--- config.mk ---
export PLATFORM = sky130hd
export DESIGN_NAME = spi_wdt_regs
export DESIGN_NICKNAME = d
export VERILOG_FILES = /design/src/rtl/spi_wdt_pkg.sv /design/src/rtl/wdt_prescaler.sv /design/src/rtl/spi_wdt_regs.sv
export SDC_FILE = /design/constraint.sdc
export NUM_CORES = 1
export LEC_CHECK = 0
export ABC_AREA = 1
export CORE_ASPECT_RATIO = 0.9
export CORE_MARGIN = 8
export CORE_UTILIZATION = 45
export DETAILED_ROUTE_END_ITERATION = 8
export MAX_ROUTING_LAYER = met4
export PLACE_DENSITY = 0.64
export SLEW_MARGIN = 25
export SYNTH_ARGS = -nofsm -noshare
export SYNTH_HDL_FRONTEND = slang
export SYNTH_HIERARCHICAL = 1
export SYNTH_SLANG_ARGS = --single-unit
--- constraint.sdc ---
create_clock -name clk -period 2.1 [get_ports clk]
set_clock_uncertainty 0.05 [all_clocks]
set_input_delay 0.42 -clock clk [delete_from_list [all_inputs] [get_ports clk]]
set_output_delay 0.42 -clock clk [all_outputs]
set_load 0.005 [all_outputs]
--- src/rtl/spi_wdt_pkg.sv ---
// spi_wdt_pkg: shared register map, bit indices
// and watchdog state encoding.
package spi_wdt_pkg;

  localparam int ADDR_CTRL   = 0;
  localparam int ADDR_TMO_LO = 1;
  localparam int ADDR_TMO_HI = 2;
  localparam int ADDR_PRESC  = 3;
  localparam int ADDR_KICK   = 4;
  localparam int ADDR_CNT_LO = 5;
  localparam int ADDR_CNT_HI = 6;
  localparam int ADDR_STATUS = 7;

  localparam int CTRL_EN   = 0;
  localparam int CTRL_LOCK = 1;

  localparam int ST_RUN = 0;
  localparam int ST_EXP = 1;
  localparam int ST_BAD = 2;

  typedef enum logic [1:0] {
    DISABLED = 2'd0,
    RUNNING  = 2'd1,
    EXPIRED  = 2'd2
  } wdt_state_t;

endpackage

--- src/rtl/wdt_prescaler.sv ---
// wdt_prescaler: divides clk by (prescale+1)
// while run is high; clear restarts the divider.
module wdt_prescaler (
  input  logic       clk,
  input  logic       rst,
  input  logic       run,
  input  logic       clear,
  input  logic [7:0] prescale,
  output logic       tick
);

  logic [7:0] pcnt_d, pcnt_q;

  assign tick = run && (pcnt_q == prescale);

  // next divider count: wrap on tick, hold at 0 when idle
  always_comb begin
    pcnt_d = pcnt_q + 8'd1;
    if (!run || clear || tick) pcnt_d = 8'd0;
  end

  // divider register
  always_ff @(posedge clk) begin
    if (rst) pcnt_q <= 8'd0;
    else     pcnt_q <= pcnt_d;
  end

endmodule

--- src/rtl/spi_wdt_regs.sv ---
// spi_wdt_regs: SPI-side register bank and
// prescaled 16-bit down-counting watchdog.
module spi_wdt_regs
  import spi_wdt_pkg::*;
#(
  parameter int         ADDR_W     = 3,
  parameter int         REG_W      = 8,
  parameter logic [7:0] KICK_MAGIC = 8'hA5
) (
  input  logic              clk,
  input  logic              rst,
  input  logic [ADDR_W-1:0] reg_addr,
  input  logic [REG_W-1:0]  reg_data_o,
  input  logic              reg_data_o_dv,
  input  logic              reg_addr_v,
  output logic [REG_W-1:0]  reg_data_i,
  output logic [7:0]        status,
  output logic              wdt_bite
);

  wdt_state_t  state_d, state_q;
  logic        en_d, en_q;
  logic        lock_d, lock_q;
  logic [15:0] tmo_d, tmo_q;
  logic [7:0]  pre_d, pre_q;
  logic [15:0] cnt_d, cnt_q;
  logic [7:0]  snap_d, snap_q;
  logic        bad_d, bad_q;
  logic [7:0]  status_d, status_q;
  logic        rv_q;

  logic [7:0]  wdata;
  logic [7:0]  rdata;
  logic        wr_ctrl, wr_tlo, wr_thi;
  logic        wr_pre, wr_kick, wr_stat;
  logic        kick, dis, reload, tick;

  assign wdata   = reg_data_o[7:0];
  assign wr_ctrl = reg_data_o_dv &&
                   (reg_addr == ADDR_W'(ADDR_CTRL));
  assign wr_tlo  = reg_data_o_dv &&
                   (reg_addr == ADDR_W'(ADDR_TMO_LO));
  assign wr_thi  = reg_data_o_dv &&
                   (reg_addr == ADDR_W'(ADDR_TMO_HI));
  assign wr_pre  = reg_data_o_dv &&
                   (reg_addr == ADDR_W'(ADDR_PRESC));
  assign wr_kick = reg_data_o_dv &&
                   (reg_addr == ADDR_W'(ADDR_KICK));
  assign wr_stat = reg_data_o_dv &&
                   (reg_addr == ADDR_W'(ADDR_STATUS));
  assign kick    = wr_kick && (wdata == KICK_MAGIC);

  wdt_prescaler u_presc (
    .clk      (clk),
    .rst      (rst),
    .run      (state_q == RUNNING),
    .clear    (reload),
    .prescale (pre_q),
    .tick     (tick)
  );

  // register writes, watchdog next state and status
  always_comb begin
    en_d    = en_q;
    lock_d  = lock_q;
    tmo_d   = tmo_q;
    pre_d   = pre_q;
    cnt_d   = cnt_q;
    bad_d   = bad_q;
    state_d = state_q;
    snap_d  = snap_q;
    reload  = 1'b0;
    if (wr_ctrl) begin
      lock_d = lock_q | wdata[CTRL_LOCK];
      en_d   = lock_q ? (en_q | wdata[CTRL_EN])
                      : wdata[CTRL_EN];
    end
    if (wr_tlo && !lock_q) tmo_d[7:0]  = wdata;
    if (wr_thi && !lock_q) tmo_d[15:8] = wdata;
    if (wr_pre && !lock_q) pre_d       = wdata;
    // set beats clear when both land together
    if (wr_stat && wdata[ST_BAD]) bad_d = 1'b0;
    if (wr_kick && !kick)         bad_d = 1'b1;
    dis = wr_ctrl && !en_d;
    unique case (state_q)
      DISABLED: begin
        if (wr_ctrl && en_d) begin
          state_d = RUNNING;
          reload  = 1'b1;
        end
      end
      RUNNING: begin
        if (dis) begin
          state_d = DISABLED;
        end else if (kick) begin
          reload = 1'b1;
        end else if (tick) begin
          if (cnt_q == 16'd0) state_d = EXPIRED;
          else                cnt_d   = cnt_q - 16'd1;
        end
      end
      EXPIRED: begin
        if (dis) begin
          state_d = DISABLED;
        end else if (wr_stat && wdata[ST_EXP] && en_q) begin
          state_d = RUNNING;
          reload  = 1'b1;
        end
      end
      default: state_d = DISABLED;
    endcase
    if (reload) cnt_d = tmo_q;
    if (reg_addr_v && !rv_q &&
        (reg_addr == ADDR_W'(ADDR_CNT_LO)))
      snap_d = cnt_q[15:8];
    status_d = {5'b0, bad_d,
                state_d == EXPIRED,
                state_d == RUNNING};
  end

  // state and register file
  always_ff @(posedge clk) begin
    if (rst) begin
      state_q  <= DISABLED;
      en_q     <= 1'b0;
      lock_q   <= 1'b0;
      tmo_q    <= 16'hFFFF;
      pre_q    <= 8'd0;
      cnt_q    <= 16'hFFFF;
      snap_q   <= 8'd0;
      bad_q    <= 1'b0;
      status_q <= 8'd0;
      rv_q     <= 1'b0;
    end else begin
      state_q  <= state_d;
      en_q     <= en_d;
      lock_q   <= lock_d;
      tmo_q    <= tmo_d;
      pre_q    <= pre_d;
      cnt_q    <= cnt_d;
      snap_q   <= snap_d;
      bad_q    <= bad_d;
      status_q <= status_d;
      rv_q     <= reg_addr_v;
    end
  end

  // combinational read mux
  always_comb begin
    rdata = 8'd0;
    case (reg_addr)
      ADDR_W'(ADDR_CTRL):   rdata = {6'b0, lock_q, en_q};
      ADDR_W'(ADDR_TMO_LO): rdata = tmo_q[7:0];
      ADDR_W'(ADDR_TMO_HI): rdata = tmo_q[15:8];
      ADDR_W'(ADDR_PRESC):  rdata = pre_q;
      ADDR_W'(ADDR_CNT_LO): rdata = cnt_q[7:0];
      ADDR_W'(ADDR_CNT_HI): rdata = snap_q;
      ADDR_W'(ADDR_STATUS): rdata = status_q;
      default:              rdata = 8'd0;
    endcase
  end

  assign reg_data_i = REG_W'(rdata);
  assign status     = status_q;
  assign wdt_bite   = status_q[ST_EXP];

endmodule

==> run_1/sizing.png <==
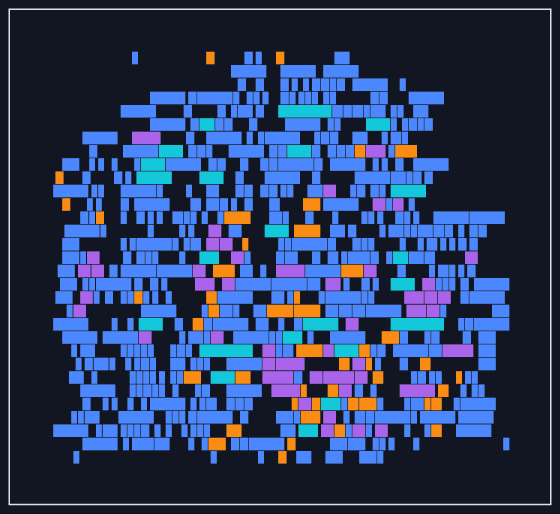
x1 and smaller: in blue, cells 458, share 80%. x6 and larger: in cyan, cells 22, share 3.8%. x3 and x4: in purple, cells 48, share 8.4%. x2: in orange, cells 46, share 8.0%.

==> run_1/gates.png <==
Bar = 20 um.
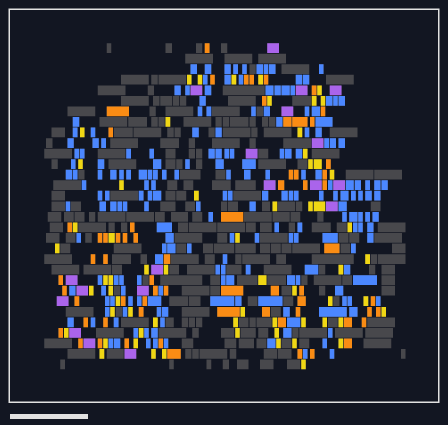
xor and xnor cells: in purple, cells 19, most used xor2_1, where all over the die. inv cells: in yellow, cells 62, most used inv_1. nor cells: in orange, cells 65, most used nor2_1. nand cells: in blue, cells 197, most used nand2_1.

==> run_1/congestion_map.png <==
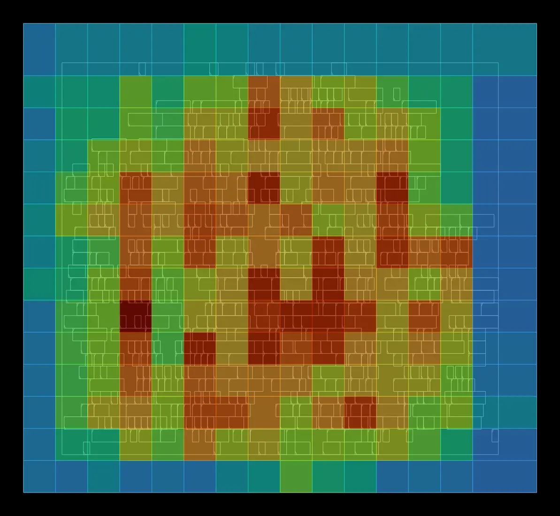
met3 global-route usage: 0.0377
Final Util: 0.567
GR Util All Layers: 0.196
met1 capacity usage during global routing: 0.252
WL per Instance: 15.1 um

==> run_1/m3.png <==
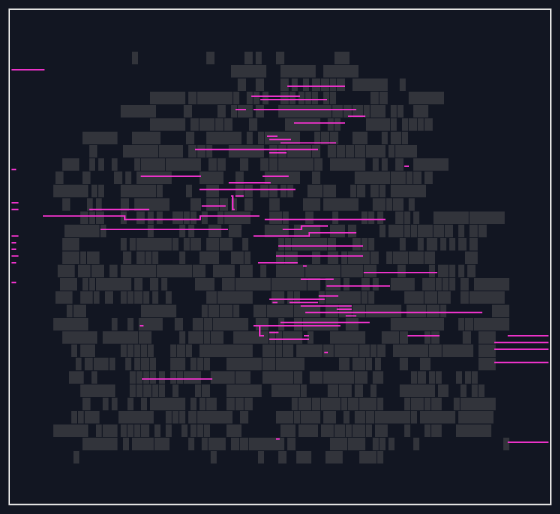
The layer holds 5.8% of the routed length. The wires run mostly horizontal. 52 nets have wire on it. The longest straight run is 35.9 um.
Final Routed Wirelength: 10200 um
vias after detailed routing: 3543

==> flow_summary.yaml, run 1 <==
# yosys + openroad results
setup_path:
  worst_path_most_repeated_cell: "sky130_fd_sc_hd__buf_6"
  start_kind: "input pin"
  endpoint_of_the_most_critical_setup_path: "reg_data_i[2]"
  endpoint_of_the_worst_slack_reg_to_reg_timing_path: "cnt_q[13]$_SDFFE_PP1P_"
sta:
  period_minus_slack_ns: 2.05
  rsz0062_at_grt: "false"
global_routing:
  grt_util_met2: 0.296
power:
  power.largest_group: "clock"
  cellPowerDensity_mw_per_mm2: 655
  cellInternalPower_mw: 2.21
  switching_share: 0.248
  power.share.combinational: 0.108
logic_synthesis:
  post_synth_main_logic_family: "simple AND/OR/NAND/NOR gates"
  synth_top_flop_cell: "sky130_fd_sc_hd__dfxtp_1"
  ys_top_cells_by_count: "sky130_fd_sc_hd__nand2_1, sky130_fd_sc_hd__dfxtp_1, sky130_fd_sc_hd__nand3_1"
  ys_sh_adder: 0.00694
  synth.yosys.num_cells: 510
  synth_flops: 64
place:
  hpwl_um: 7640
  place_worst_setup_slack_ns: -0.610
  placed_cell_area_mm2: 0.00414
routing:
  number_of_design_rule_violations_left_after_detail_routing: 0
  average_vias_per_placed_instance: 5.26
floorplan:
  rows: 31
  floorplan.die.height_um: 101
  fp.coreArea_mm2: 0.00791
final_layout:
  insertedDiodeCount: 0
  seq_area_mm2: 0.00128
  fill_cells: 781
  multi_input_comb_area_mm2: 0.00202
  final_cell_area_mm2: 0.00449
run_status:
  outcome: "complete, no violations"
run:
  maxCapViolCount: 0
clock_network:
  tritoncts: "yes"
  buffer_levels_on_the_longest_clock_path: 2
worst_hold_path:
  whs_endpoint: "u_presc/pcnt_q[0]$_SDFF_PP0_"
[run 1: area by class of cell]
cell class                 count  share of cell area
inverter                      62              0.0544
timing repair buffer          65               0.126
clock buffer                  10              0.0307
sequential                    64               0.286
tap                           99              0.0276
multi-input combinational    367               0.450
clock inverter                 6              0.0257
[run 1: state kept, by name, indices dropped and copies added (netlist names)]
name / cells
u_presc/pcnt_q: 8
en_q: 1
rv_q: 1
status: 2
cnt_q: 16
state_q: 2
snap_q: 8
lock_q: 1
pre_q: 8
bad_q: 1
tmo_q: 16
[run 1: what timing repair did]
item | CTS | global route
endpoints found under the setup margin | 8 | 15
hold endpoints to repair | 0 | 0
resized | 53 | 8
buffers inserted | 4 | 1
pin swaps | 11 | 4
hold buffers | 0 | 0
==> run 2: changes to the inputs <==
- SLEW_MARGIN: 25 -> not set
==> run_2/congestion_map.png <==
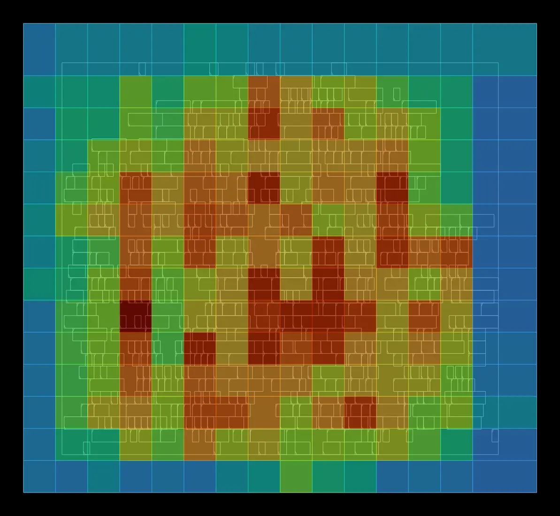
most utilized layer in the global route result: met2
M2 GR Usage: 0.296

==> run 2 against run 1 <==
  * Synthesized cell count did not move
  * Area after synthesis did not move
  * Non-clock buffer count did not move
  * Cell count did not move
  * Sequential share of layout area did not move
  * Critical endpoint unchanged
  * Largest cell class unchanged
==> flow_summary.yaml, run 2 <==
# yosys + openroad results
sta:
  rsz0062_at_grt: "false"
  period_minus_slack_ns: 2.05
final_layout:
  insertedDiodeCount: 0
  final_cell_area_mm2: 0.00449
  seq_area_mm2: 0.00128
  multiInputCombCellCount: 367
  buffers: 65
  clock_buffers_and_inverters_area_share: 0.0563
  final_common_cell: "sky130_fd_sc_hd__nand2_1"
  seq_cells: 64
  area_growth_syn_to_layout_pct: 24.3
  fill_cells: 781
  layout.clock_buffers: 10
  multi_input_comb_area_mm2: 0.00202
  post-route-util: 0.567
  top_regs: "cnt_q: 16 flops, tmo_q: 16 flops"
routing:
  totalWireLength_um: 10200
  number_of_design_rule_violations_left_after_detail_routing: 0
  average_vias_per_placed_instance: 5.26
  wl_per_instance_um: 15.1
power:
  switching_share: 0.248
  cellPowerDensity_mw_per_mm2: 655
  cellInternalPower_mw: 2.21
  part_of_the_power_in_registers: 0.435
  power.share.combinational: 0.108
logic_synthesis:
  synth.yosys.num_cells: 510
  ys_sh_adder: 0.00694
  ys_top_cells_by_count: "sky130_fd_sc_hd__nand2_1, sky130_fd_sc_hd__dfxtp_1, sky130_fd_sc_hd__nand3_1"
  post_synth_main_logic_family: "simple AND/OR/NAND/NOR gates"
  post_synth_ao_oa_area_fraction: 0.127
run:
  maxCapViolCount: 0
floorplan:
  fp.coreArea_mm2: 0.00791
  num_tap_cells: 99
  floorplan.die.height_um: 101
  rows: 31
setup_path:
  cpMaxStageDelayCell: "sky130_fd_sc_hd__dlygate4sd2_1"
  start_kind: "input pin"
  endpoint_of_the_worst_slack_reg_to_reg_timing_path: "cnt_q[13]$_SDFFE_PP1P_"
  worst_path_most_repeated_cell: "sky130_fd_sc_hd__buf_6"
place:
  placed_cell_area_mm2: 0.00414
clock_network:
  tritoncts: "yes"
  buffer_levels_on_the_longest_clock_path: 2
run_status:
  outcome: "complete, no violations"
global_routing:
  groute.usage.overall: 0.196
==> run_2/m3.png <==
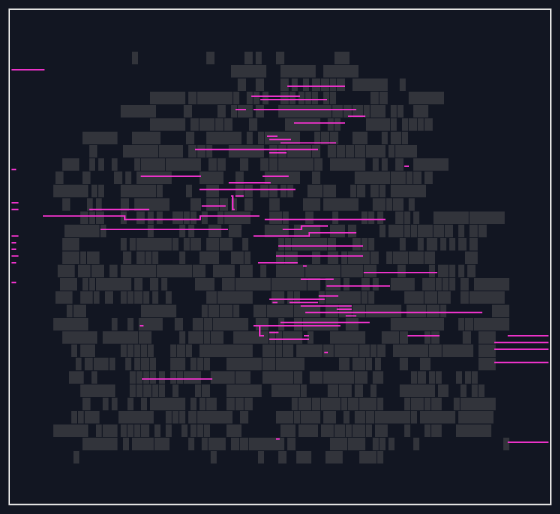
52 nets have wire on it. The wires run mostly horizontal. The layer carries 588 um of wire. The longest straight run is 35.9 um. The layer holds 5.8% of the routed length.

-- run 2: cell counts after synthesis --
Identical to the previous run, type by type.
-- run 2: layer usage --
metal  wire length (um)  vias up  GRT usage
met1               4720     1636      0.252
met3                588       16     0.0377
li1                   -     1782          -
met5                  0        -          -
met2               4670      109      0.296
met4                198        0     0.0768
-- run 2: worst max path at each step --
stage | slack (ns) | end
final | 0.05 | reg_data_i[2]
after global placement | -0.57 | reg_data_i[5]
after global routing | 0.004 | cnt_q[12]$_SDFFE_PP1P_
after CTS | 0.05 | reg_data_i[2]
after detailed placement | -0.61 | reg_data_i[4]
after floorplan | 0.35 | u_presc/pcnt_q[0]$_SDFF_PP0_
-- run 2: timing repair --
item	CTS	global route
pin swaps	11	4
hold buffers	0	0
setup endpoints to repair	8	15
gates resized	53	8
buffers inserted	4	1
==> run_2/sizing.png <==
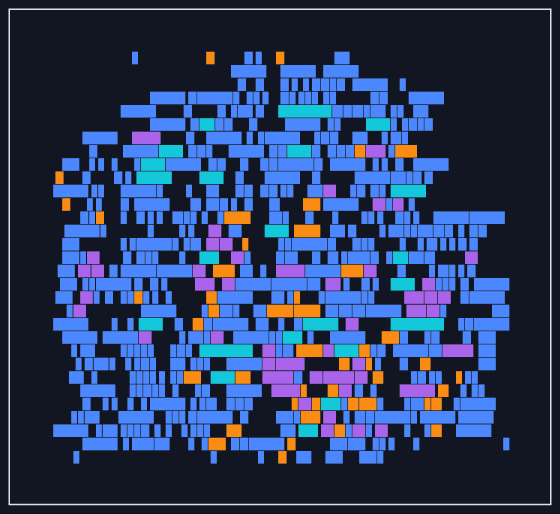

==> run 3: changes to the inputs <==
- clock period: 2.1 -> 2.2 ns (I/O delays scaled with it)
==> run_3/sizing.png <==
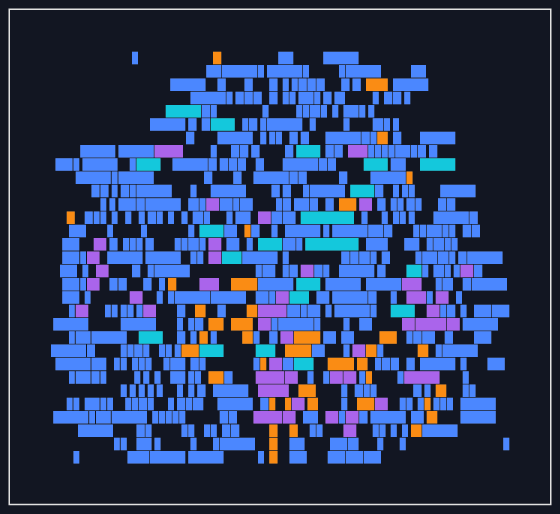
x2: in orange, cells 39, share 6.8%. x3 and x4: in purple, cells 43, share 7.5%. x1 and smaller: in blue, cells 470, share 82%. x6 and larger: in cyan, cells 20, share 3.5%.
worst-case setup margin in the final layout: 0.0995 ns
area added between synthesis and finish: 22.1%
fin area: 0.00440 mm^2

==> run 3 against run 2 <==
  * Die size unchanged
  * Cell count decreased by 0.30%
  * Register-to-register slack got worse by 0.04 ns
  * Critical path depth increased by 1
  * Power decreased by 9.8%
  * Worst hold slack got worse by 0.0043 ns
  * Final area decreased by 1.8%
  * Count of clock-buffer cells in the layout increased by 2
  * Global-route usage decreased by 0.68 points
  * Routed wire length decreased by 2.9%
  * Via count decreased by 0.82%
==> flow_summary.yaml, run 3 <==
# yosys + openroad results
place:
  placed_cell_area_mm2: 0.00412
final_layout:
  inverters: 62
  sequential_share_of_cell_area: 0.291
  multi_input_comb_area_mm2: 0.00199
  clock_buffers_and_inverters_area_share: 0.0500
  top_regs: "cnt_q: 16 flops, tmo_q: 16 flops"
  seq_cells: 64
  multiInputCombCellCount: 367
  insertedDiodeCount: 0
  buffers: 64
routing:
  totalWireLength_um: 9890
  average_vias_per_placed_instance: 5.24
  number_of_design_rule_violations_left_after_detail_routing: 0
logic_synthesis:
  synth_flops: 64
  ys_top_cells_by_count: "sky130_fd_sc_hd__nand2_1, sky130_fd_sc_hd__dfxtp_1, sky130_fd_sc_hd__nand3_1"
floorplan:
  num_tap_cells: 99
  floorplan.die.height_um: 101
power:
  cellInternalPower_mw: 2.01
worst_hold_path:
  whs_endpoint: "u_presc/pcnt_q[0]$_SDFF_PP0_"
sta:
  period_minus_slack_ns: 2.10
run_status:
  outcome: "complete, no violations"
==> run_3/m3.png <==
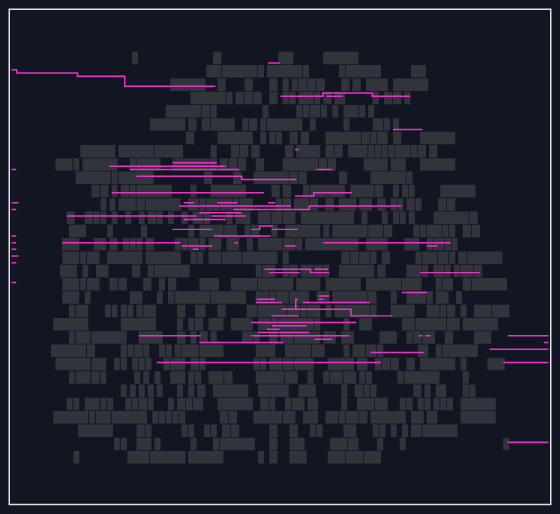
The longest straight run is 45.5 um. 54 nets have wire on it. The layer carries 708 um of wire. The wires run mostly horizontal.

## run 3: cell families (layout without fill, tap and decap cells)
logic type,count (synthesis),in the layout,share of synthesized area
xor+xnor,19,19,0.0461
flops,64,64,0.355
simple gates,264,264,0.354
fa+ha+maj,2,2,0.00694
compound gates,77,77,0.127
buf+inv,83,141,0.110
other cells,1,5,0.00104
## run 3: layer usage
| layer | track usage | wire (um) | vias up |
|---|---|---|---|
| met2 | 0.283 | 4380 | 115 |
| met1 | 0.245 | 4560 | 1593 |
| met4 | 0.0614 | 243 | 0 |
| met3 | 0.0467 | 708 | 26 |
| met5 | - | 0 | - |
| li1 | - | - | 1780 |
No activity file was given, so power comes from the tool's default toggle rates.
